### Wiring heat map, run 1

The bar under the picture is 20 um long. 18 x 19 tiles, from black (low) to pale yellow (high), scaled to the fullest tile. Values are wire area over tile area, all layers added.
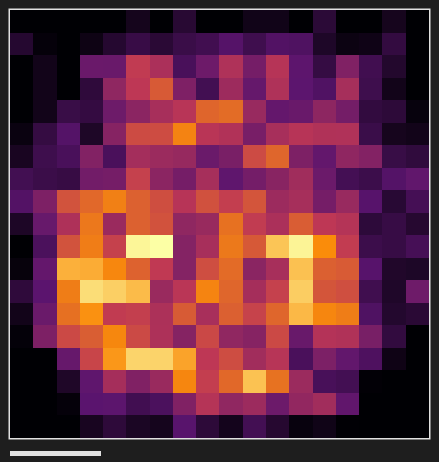
### M1 wires, run 1

The bar under the picture is 20 um long.
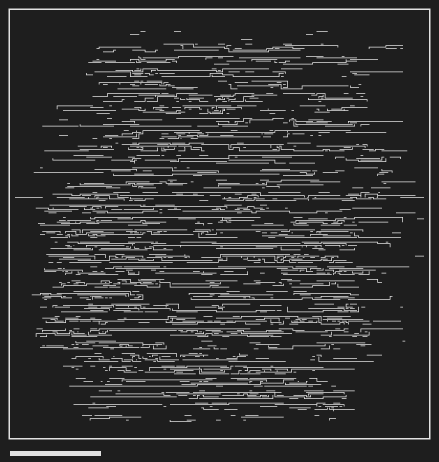
### Congestion heat map, run 1

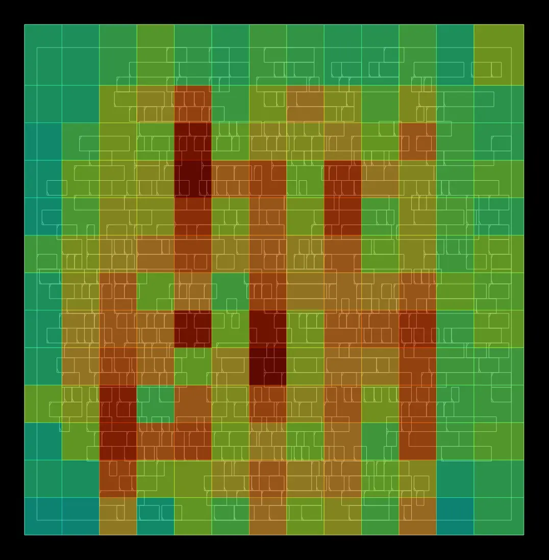
--- config.mk ---
export PLATFORM = sky130hd
export DESIGN_NAME = alu_core_flat
export DESIGN_NICKNAME = d
export VERILOG_FILES = /design/src/rtl/alu_if.sv /design/src/rtl/alu_core.sv /design/src/flat_wrapper.sv
export SDC_FILE = /design/constraint.sdc
export NUM_CORES = 1
export LEC_CHECK = 0
export CORE_AREA = 2 2 90 92
export CTS_BUF_LIST = sky130_fd_sc_hd__clkbuf_4
export CTS_CLUSTER_SIZE = 16
export DETAILED_ROUTE_END_ITERATION = 8
export DIE_AREA = 0 0 92 94
export GPL_ROUTABILITY_DRIVEN = 0
export PLACE_DENSITY_LB_ADDON = 0.15
export SLEW_MARGIN = 25
export SYNTH_ARGS = -nofsm -noshare
export SYNTH_HDL_FRONTEND = slang
export SYNTH_SLANG_ARGS = --single-unit
--- constraint.sdc ---
create_clock -name clk -period 7.6 [get_ports clk]
set_input_delay 1.52 -clock clk [delete_from_list [all_inputs] [get_ports clk]]
set_output_delay 1.52 -clock clk [all_outputs]
set_load 0.03 [all_outputs]
--- src/rtl/alu_if.sv ---
// Purpose : request/response bundle between the datapath and alu_core.
// Latency : n/a (wires only).
// Backpressure : in_valid/in_ready on the request side, out_valid/out_ready on the result side.
// Ports   : master = requester/consumer (drives op, operands, out_ready);
//           slave  = alu_core (drives in_ready, result and flags).
interface alu_if #(
  parameter int WIDTH = 8
);
  logic             in_valid;
  logic             in_ready;
  logic [2:0]       op;
  logic [WIDTH-1:0] in_a;
  logic [WIDTH-1:0] in_b;
  logic             cin;
  logic             out_valid;
  logic             out_ready;
  logic [WIDTH-1:0] out_sum;
  logic [WIDTH-1:0] out_hi;
  logic             cout;
  logic             zero;
  logic             neg;
  logic             ovf;

  modport master (
    output in_valid, op, in_a, in_b, cin, out_ready,
    input  in_ready, out_valid, out_sum, out_hi, cout, zero, neg, ovf
  );

  modport slave (
    input  in_valid, op, in_a, in_b, cin, out_ready,
    output in_ready, out_valid, out_sum, out_hi, cout, zero, neg, ovf
  );
endinterface

--- src/rtl/alu_core.sv ---
// Purpose : registered ALU (add/sub/and/or/xor/shl/shr) plus iterative unsigned shift-add multiply.
// Latency : 1 cycle for single-cycle ops, WIDTH+1 cycles for MUL (accept edge to out_valid).
// Backpressure : result and flags held while out_valid && !out_ready; a new op is accepted on the
//                same edge the old result retires; no request accepted while a MUL is iterating.
// Ports   : clk, rst (async, active-high); bus = alu_if.slave (request, result, flags C/Z/N/V).
module alu_core #(
  parameter int WIDTH = 8
) (
  input logic  clk,
  input logic  rst,
  alu_if.slave bus
);
  localparam logic [2:0] OP_ADD = 3'd0;
  localparam logic [2:0] OP_SUB = 3'd1;
  localparam logic [2:0] OP_AND = 3'd2;
  localparam logic [2:0] OP_OR  = 3'd3;
  localparam logic [2:0] OP_XOR = 3'd4;
  localparam logic [2:0] OP_SHL = 3'd5;
  localparam logic [2:0] OP_SHR = 3'd6;
  localparam logic [2:0] OP_MUL = 3'd7;
  localparam int MSB = WIDTH - 1;
  localparam int CW  = $clog2(WIDTH);
  localparam logic [CW-1:0] CNT_LAST = CW'(WIDTH - 1);

  typedef enum logic [1:0] {S_IDLE, S_MUL, S_DONE} state_t;

  state_t state, state_nxt;
  logic [CW-1:0]    cnt;
  logic [WIDTH-1:0] mul_a, acc_hi, acc_lo;
  logic [WIDTH-1:0] sum_q, hi_q;
  logic             c_q, z_q, n_q, v_q;
  logic             accept;
  logic [WIDTH-1:0] alu_sum;
  logic             alu_c, alu_v;
  logic [WIDTH:0]   wide;
  logic [WIDTH:0]   step_add;
  logic [2*WIDTH-1:0] step_prod;

  assign bus.in_ready  = (state == S_IDLE) || ((state == S_DONE) && bus.out_ready);
  assign accept        = bus.in_valid && bus.in_ready;
  assign bus.out_valid = (state == S_DONE);
  assign bus.out_sum   = sum_q;
  assign bus.out_hi    = hi_q;
  assign bus.cout      = c_q;
  assign bus.zero      = z_q;
  assign bus.neg       = n_q;
  assign bus.ovf       = v_q;

  // Single-cycle ops; the extra top bit of 'wide' is carry (ADD) or borrow (SUB).
  always_comb begin
    alu_sum = '0;
    alu_c   = 1'b0;
    alu_v   = 1'b0;
    wide    = '0;
    case (bus.op)
      OP_ADD: begin
        wide    = {1'b0, bus.in_a} + {1'b0, bus.in_b} + {{WIDTH{1'b0}}, bus.cin};
        alu_sum = wide[WIDTH-1:0];
        alu_c   = wide[WIDTH];
        alu_v   = (bus.in_a[MSB] == bus.in_b[MSB]) && (alu_sum[MSB] != bus.in_a[MSB]);
      end
      OP_SUB: begin
        wide    = {1'b0, bus.in_a} - {1'b0, bus.in_b};
        alu_sum = wide[WIDTH-1:0];
        alu_c   = ~wide[WIDTH];
        alu_v   = (bus.in_a[MSB] != bus.in_b[MSB]) && (alu_sum[MSB] != bus.in_a[MSB]);
      end
      OP_AND: alu_sum = bus.in_a & bus.in_b;
      OP_OR:  alu_sum = bus.in_a | bus.in_b;
      OP_XOR: alu_sum = bus.in_a ^ bus.in_b;
      OP_SHL: begin
        alu_sum = {bus.in_a[WIDTH-2:0], 1'b0};
        alu_c   = bus.in_a[MSB];
      end
      OP_SHR: begin
        alu_sum = {1'b0, bus.in_a[WIDTH-1:1]};
        alu_c   = bus.in_a[0];
      end
      default: ;
    endcase
  end

  // One shift-add step: multiplier bits are consumed from acc_lo LSB-first while the
  // partial product shifts in from the top, so {acc_hi, acc_lo} ends as the full product.
  always_comb begin
    step_add  = {1'b0, acc_hi} + (acc_lo[0] ? {1'b0, mul_a} : {(WIDTH+1){1'b0}});
    step_prod = {step_add, acc_lo[WIDTH-1:1]};
  end

  always_comb begin
    state_nxt = state;
    if ((state == S_DONE) && bus.out_ready) state_nxt = S_IDLE;
    if (accept) state_nxt = (bus.op == OP_MUL) ? S_MUL : S_DONE;
    if ((state == S_MUL) && (cnt == CNT_LAST)) state_nxt = S_DONE;
  end

  always_ff @(posedge clk or posedge rst) begin
    if (rst) state <= S_IDLE;
    else     state <= state_nxt;
  end

  always_ff @(posedge clk or posedge rst) begin
    if (rst) begin
      cnt    <= '0;
      mul_a  <= '0;
      acc_hi <= '0;
      acc_lo <= '0;
      sum_q  <= '0;
      hi_q   <= '0;
      c_q    <= 1'b0;
      z_q    <= 1'b0;
      n_q    <= 1'b0;
      v_q    <= 1'b0;
    end else if (accept) begin
      if (bus.op == OP_MUL) begin
        mul_a  <= bus.in_a;
        acc_lo <= bus.in_b;
        acc_hi <= '0;
        cnt    <= '0;
      end else begin
        sum_q <= alu_sum;
        hi_q  <= '0;
        c_q   <= alu_c;
        z_q   <= (alu_sum == '0);
        n_q   <= alu_sum[MSB];
        v_q   <= alu_v;
      end
    end else if (state == S_MUL) begin
      acc_hi <= step_prod[2*WIDTH-1:WIDTH];
      acc_lo <= step_prod[WIDTH-1:0];
      if (cnt == CNT_LAST) begin
        // Last step: publish the product directly from the step result.
        cnt   <= '0;
        sum_q <= step_prod[WIDTH-1:0];
        hi_q  <= step_prod[2*WIDTH-1:WIDTH];
        c_q   <= |step_prod[2*WIDTH-1:WIDTH];
        z_q   <= (step_prod == '0);
        n_q   <= step_prod[MSB];
        v_q   <= 1'b0;
      end else begin
        cnt <= cnt + CW'(1);
      end
    end
  end
endmodule
--- src/flat_wrapper.sv ---
// flat-port wrapper written by rule: the top's interface ports become plain ports
module alu_core_flat 
#(
  parameter int WIDTH = 8
)
  (clk, rst, bus_in_valid, bus_op, bus_in_a, bus_in_b, bus_cin, bus_out_ready, bus_in_ready, bus_out_valid, bus_out_sum, bus_out_hi, bus_cout, bus_zero, bus_neg, bus_ovf);
  alu_if #(.WIDTH(WIDTH)) bus_i ();
  input logic clk;
  input logic rst;
  input wire logic [$bits(bus_i.in_valid)-1:0] bus_in_valid;
  input wire logic [$bits(bus_i.op)-1:0] bus_op;
  input wire logic [$bits(bus_i.in_a)-1:0] bus_in_a;
  input wire logic [$bits(bus_i.in_b)-1:0] bus_in_b;
  input wire logic [$bits(bus_i.cin)-1:0] bus_cin;
  input wire logic [$bits(bus_i.out_ready)-1:0] bus_out_ready;
  output wire logic [$bits(bus_i.in_ready)-1:0] bus_in_ready;
  output wire logic [$bits(bus_i.out_valid)-1:0] bus_out_valid;
  output wire logic [$bits(bus_i.out_sum)-1:0] bus_out_sum;
  output wire logic [$bits(bus_i.out_hi)-1:0] bus_out_hi;
  output wire logic [$bits(bus_i.cout)-1:0] bus_cout;
  output wire logic [$bits(bus_i.zero)-1:0] bus_zero;
  output wire logic [$bits(bus_i.neg)-1:0] bus_neg;
  output wire logic [$bits(bus_i.ovf)-1:0] bus_ovf;
  assign bus_i.in_valid = bus_in_valid;
  assign bus_i.op = bus_op;
  assign bus_i.in_a = bus_in_a;
  assign bus_i.in_b = bus_in_b;
  assign bus_i.cin = bus_cin;
  assign bus_i.out_ready = bus_out_ready;
  assign bus_in_ready = bus_i.in_ready;
  assign bus_out_valid = bus_i.out_valid;
  assign bus_out_sum = bus_i.out_sum;
  assign bus_out_hi = bus_i.out_hi;
  assign bus_cout = bus_i.cout;
  assign bus_zero = bus_i.zero;
  assign bus_neg = bus_i.neg;
  assign bus_ovf = bus_i.ovf;
  alu_core #(.WIDTH(WIDTH)) u_core (.clk(clk), .rst(rst), .bus(bus_i));
endmodule
==> results.txt, run 1 <==
The synthesis and PnR run went through. The flow ran to the end, and the final reports show no timing, DRC or antenna violations. Number of non-clock buffers in the layout landed at 47. For this design, Yosys synthesis ends with a cell count of 447.

Counting flops with a built-in enable in the synthesized netlist gives 0. The worst-case max-slew headroom was logged as 44.87%. Power density over cell area landed at 268.0 mW/mm^2.

After floorplanning, the core was sized to cover 0.007607 mm^2. Number of clock sinks seen by CTS landed at 48. Along the worst hold path, the cell count comes to 1. In this run the remaining antenna-violating nets after routing total 0.

Warning total across the stage logs landed at 42. Fraction of area in multi-input gates landed at 54.33%. The smallest clock period supported by the final layout is computed as 4377 ps. Count of inserted antenna diode cells landed at 0. Post-CTS repair changed the size of 0 cells. The total overflow left after global routing is 0. Yosys printed 0 warnings. Signal arrival time at the worst endpoint landed at 2860 ps. Unique cell type count in the Yosys netlist landed at 64.

Endpoint required time on the critical path landed at 6080 ps. After synthesis, flip-flops and latches occupy 32.00% of the total area. Of the total standard cell area in the layout, the sequential portion is 27.70%.

Summing all multiplexer cells gives an area fraction of 4.533%. Combinational-cell power consumption landed at 591 uW. Sorting the synthesized cells by area gives the leading types as sky130_fd_sc_hd__dfrtp_1, sky130_fd_sc_hd__ha_1, sky130_fd_sc_hd__o21ai_0, sky130_fd_sc_hd__nand2_1, sky130_fd_sc_hd__a21oi_1. Net switching is 43.27% of the power.

Post-route clock skew landed at 4.790 ps. Yosys reports that the leading cell type by area covers 32.00% of the netlist area. The endpoint identified for the worst register-to-register timing path is u_core.bus.zero.

In this run the deepest clock path goes through 2 buffers. Proportion of synthesized flip-flops having asynchronous set or reset landed at 100.0%. The layout contains a multi-input combinational cell count of 349. In this build the clock could be raised as far as 0.2285 GHz. The routed layout has 3426 vias.

Maximum vdd drop landed at 107.8 uV. Setup repair after global routing left no endpoint under its margin. Total of flip-flops plus latches after synthesis landed at 48. The worst hold path terminates at u_core.mul_a[4]. The mapped netlist covers 0.003754 mm^2.

The slowest stage of the critical path belongs to the cell sky130_fd_sc_hd__clkdlybuf4s50_1. The final layout contains 541 nets. Per the CTS log, the root buffer master is sky130_fd_sc_hd__clkbuf_4. Aggregate negative setup slack landed at 0 ps. TritonCTS built the clock tree. Peak fanout along the critical path landed at 2. Post-synthesis adder-cell area fraction landed at 13.47%. Transition time at the pin with the least slew margin landed at 824.4 ps. Number of ordinary inverters in the final layout landed at 28. At the later pin of the worst-skew pair, clock insertion delay measures 370 ps.

Share of the clock period used by the worst path landed at 57.59%. The worst setup path is of the input pin to primary output kind. Final tally of max-slew violations landed at 0. Worst setup slack before clock tree synthesis landed at 3061 ps.

Share of cells above drive strength 1 landed at 5.833%. Averaged over all synthesized cells, the footprint is 8.397 um^2. In this run, power in flip-flops and latches comes to 414 uW. Area of placed instances landed at 0.004253 mm^2.

The kind of cell with the highest combined delay along the critical path is buffers and inverters. Walking the critical path from launch to capture passes 4 cell instances. Pin placement for this block handled 46 I/O pins.
## Picture notes: 'Wiring heat map'
emptiest ninth of the die = top left
mean over tiles = 0.18
nearly empty tiles = 14%

## Picture notes: 'M1 wires'
main direction = horizontal
share of all routed wire = 50%
nets with wire on the layer = 481
wire length on this layer = 4910 um

## Picture notes: 'Congestion heat map'
met3 GRT Util: 3.772%
met2 routing resource usage after global routing: 35.23%
global-route met1 utilization: 35.63%
share of the core filled with cells in the final layout: 57.01%
most used routing layer in global routing: met1

-- run 1: sequential cells by signal, indices dropped and copies added, names as in the netlist --
signal	cells
u_core.state	2
u_core.cnt	3
u_core.acc_lo	8
u_core.bus.out_hi	8
u_core.acc_hi	8
u_core.bus.out_sum	8
u_core.mul_a	8
u_core.bus.zero	1
u_core.bus.cout	1
u_core.bus.ovf	1
-- run 1: routing by layer --
metal  track usage (%)  wire length, um  up-vias
li1                  -                -     1668
met3             3.772              515       12
met2             35.23             4264      127
met5                 0                0        -
met4             6.841              115        0
met1             35.63             4906     1619
### Met2 routing, run 1

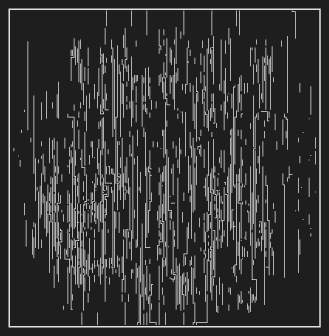

==> run 1 -> run 2 <==
clock period = 4.5 ns   (was 7.6 ns; I/O delays follow)
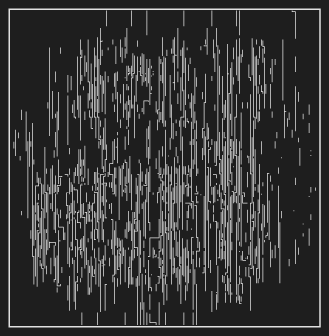
*Met2 routing, run 2*
wire length on this layer = 4670 um
nets with wire on the layer = 442
longest straight run = 45.9 um
share of all routed wire = 46%
main direction = vertical

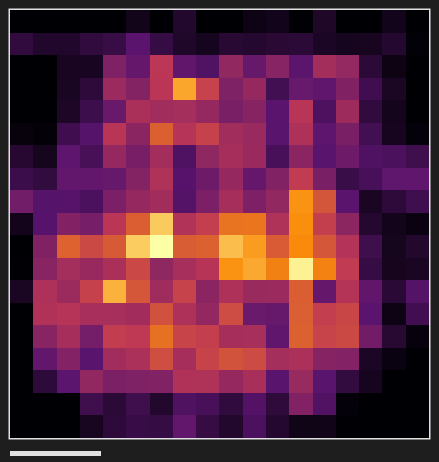
*Wiring heat map, run 2*
The bar under the picture is 20 um long. 18 x 19 tiles, from black (low) to pale yellow (high), scaled to the fullest tile. Values are wire area over tile area, all layers added.
mean over tiles = 0.19
fullest tile = 0.65
tiles over half the peak = 16%

==> results.txt, run 2 <==
The synthesis and PnR run went through. Outcome: completed (unchanged). Combinational-cell power consumption landed at 1030 uW (was 591 uW). Count of inserted antenna diode cells landed at 0 (unchanged). Total global routing overflow landed at 0 (unchanged). The number of cells on the critical path was 10 (was 4). Sequential-to-total area share from yosys stat landed at 32.00% (unchanged). The share of cells above drive strength 1 came to 6.612% (was 5.833%). Number of cells in Yosys stat landed at 447 (unchanged). The total via count after detailed routing is 3504 (was 3426). The number of flops mapped to enable cells by yosys came to 0 (unchanged). The cell area after technology mapping was 0.003754 mm^2 (unchanged).

The end of the worst hold path is u_core.cnt[0] (was u_core.mul_a[4]). The startpoint-to-endpoint class of the critical path was input pin to register (was input pin to primary output). The aggregate negative setup slack was 0 ps (unchanged). The number of buffers on the longest clock path came to 2 (unchanged).

The amount of wire on met2 after detailed routing came to 4665 um (was 4264 um). Transition time at the pin with the least slew margin landed at 838.9 ps (was 824.4 ps). Share of synthesized area spent on multiplexers landed at 4.533% (unchanged). The endpoint required time on the critical path was 4820 ps (was 6080 ps). Cell types with the largest area share after synthesis: sky130_fd_sc_hd__dfrtp_1, sky130_fd_sc_hd__ha_1, sky130_fd_sc_hd__o21ai_0, sky130_fd_sc_hd__nand2_1, sky130_fd_sc_hd__a21oi_1 (unchanged). The uppermost layer routed is met4 (unchanged). Fraction of power spent switching nets landed at 45.24% (was 43.27%). Number of warnings printed during yosys synthesis landed at 0 (unchanged). The met3 track demand over resource was 3.692% (was 3.772%). The TritonCTS clock tree is done (unchanged). Sequential logic power landed at 699 uW (was 414 uW).

Core outline area landed at 0.007607 mm^2 (unchanged). The unique cell type count in the Yosys netlist was 64 (unchanged). The wire length on met1 is 4794 um (was 4906 um). Latest clock arrival within the worst-skew pair landed at 380 ps (was 370 ps). The final timing report derives a shortest allowable period of 3521 ps. Global-route met2 utilization landed at 38.48% (was 35.23%). The peak-usage layer in the global routing report is met2 (was met1). The average size of a mapped cell is 8.397 um^2 (unchanged). Share of the clock period used by the worst path landed at 78.25%. The terminus of the critical flop-to-flop path is u_core.bus.zero (unchanged). The peak fanout along the critical path was 9 (was 2). Share of Yosys cell area claimed by the top area cell type landed at 32.00% (unchanged). Number of instances on the worst hold path landed at 1 (unchanged).

Area of placed instances landed at 0.004283 mm^2 (was 0.004253 mm^2).
-- run 2: cell count changes in the layout (fill, tap and decap cells not counted) --
| cell | change |
|---|---|
| sky130_fd_sc_hd__clkinv_2 | +1 |
| sky130_fd_sc_hd__clkinv_4 | +1 |
| sky130_fd_sc_hd__clkbuf_4 | -1 |
| sky130_fd_sc_hd__buf_4 | +4 |
| sky130_fd_sc_hd__bufinv_16 | -1 |
-- run 2: cell type report --
type	count	area share, %
Clock buffer	5	0.8643
Clock inverter	3	0.4322
Inverter	28	2.449
Multi-Input combinational cell	349	54.25
Sequential cell	48	27.66
Tap cell	102	2.939
Timing Repair Buffer	51	11.41
No activity file was given, so power comes from the tool's default toggle rates.
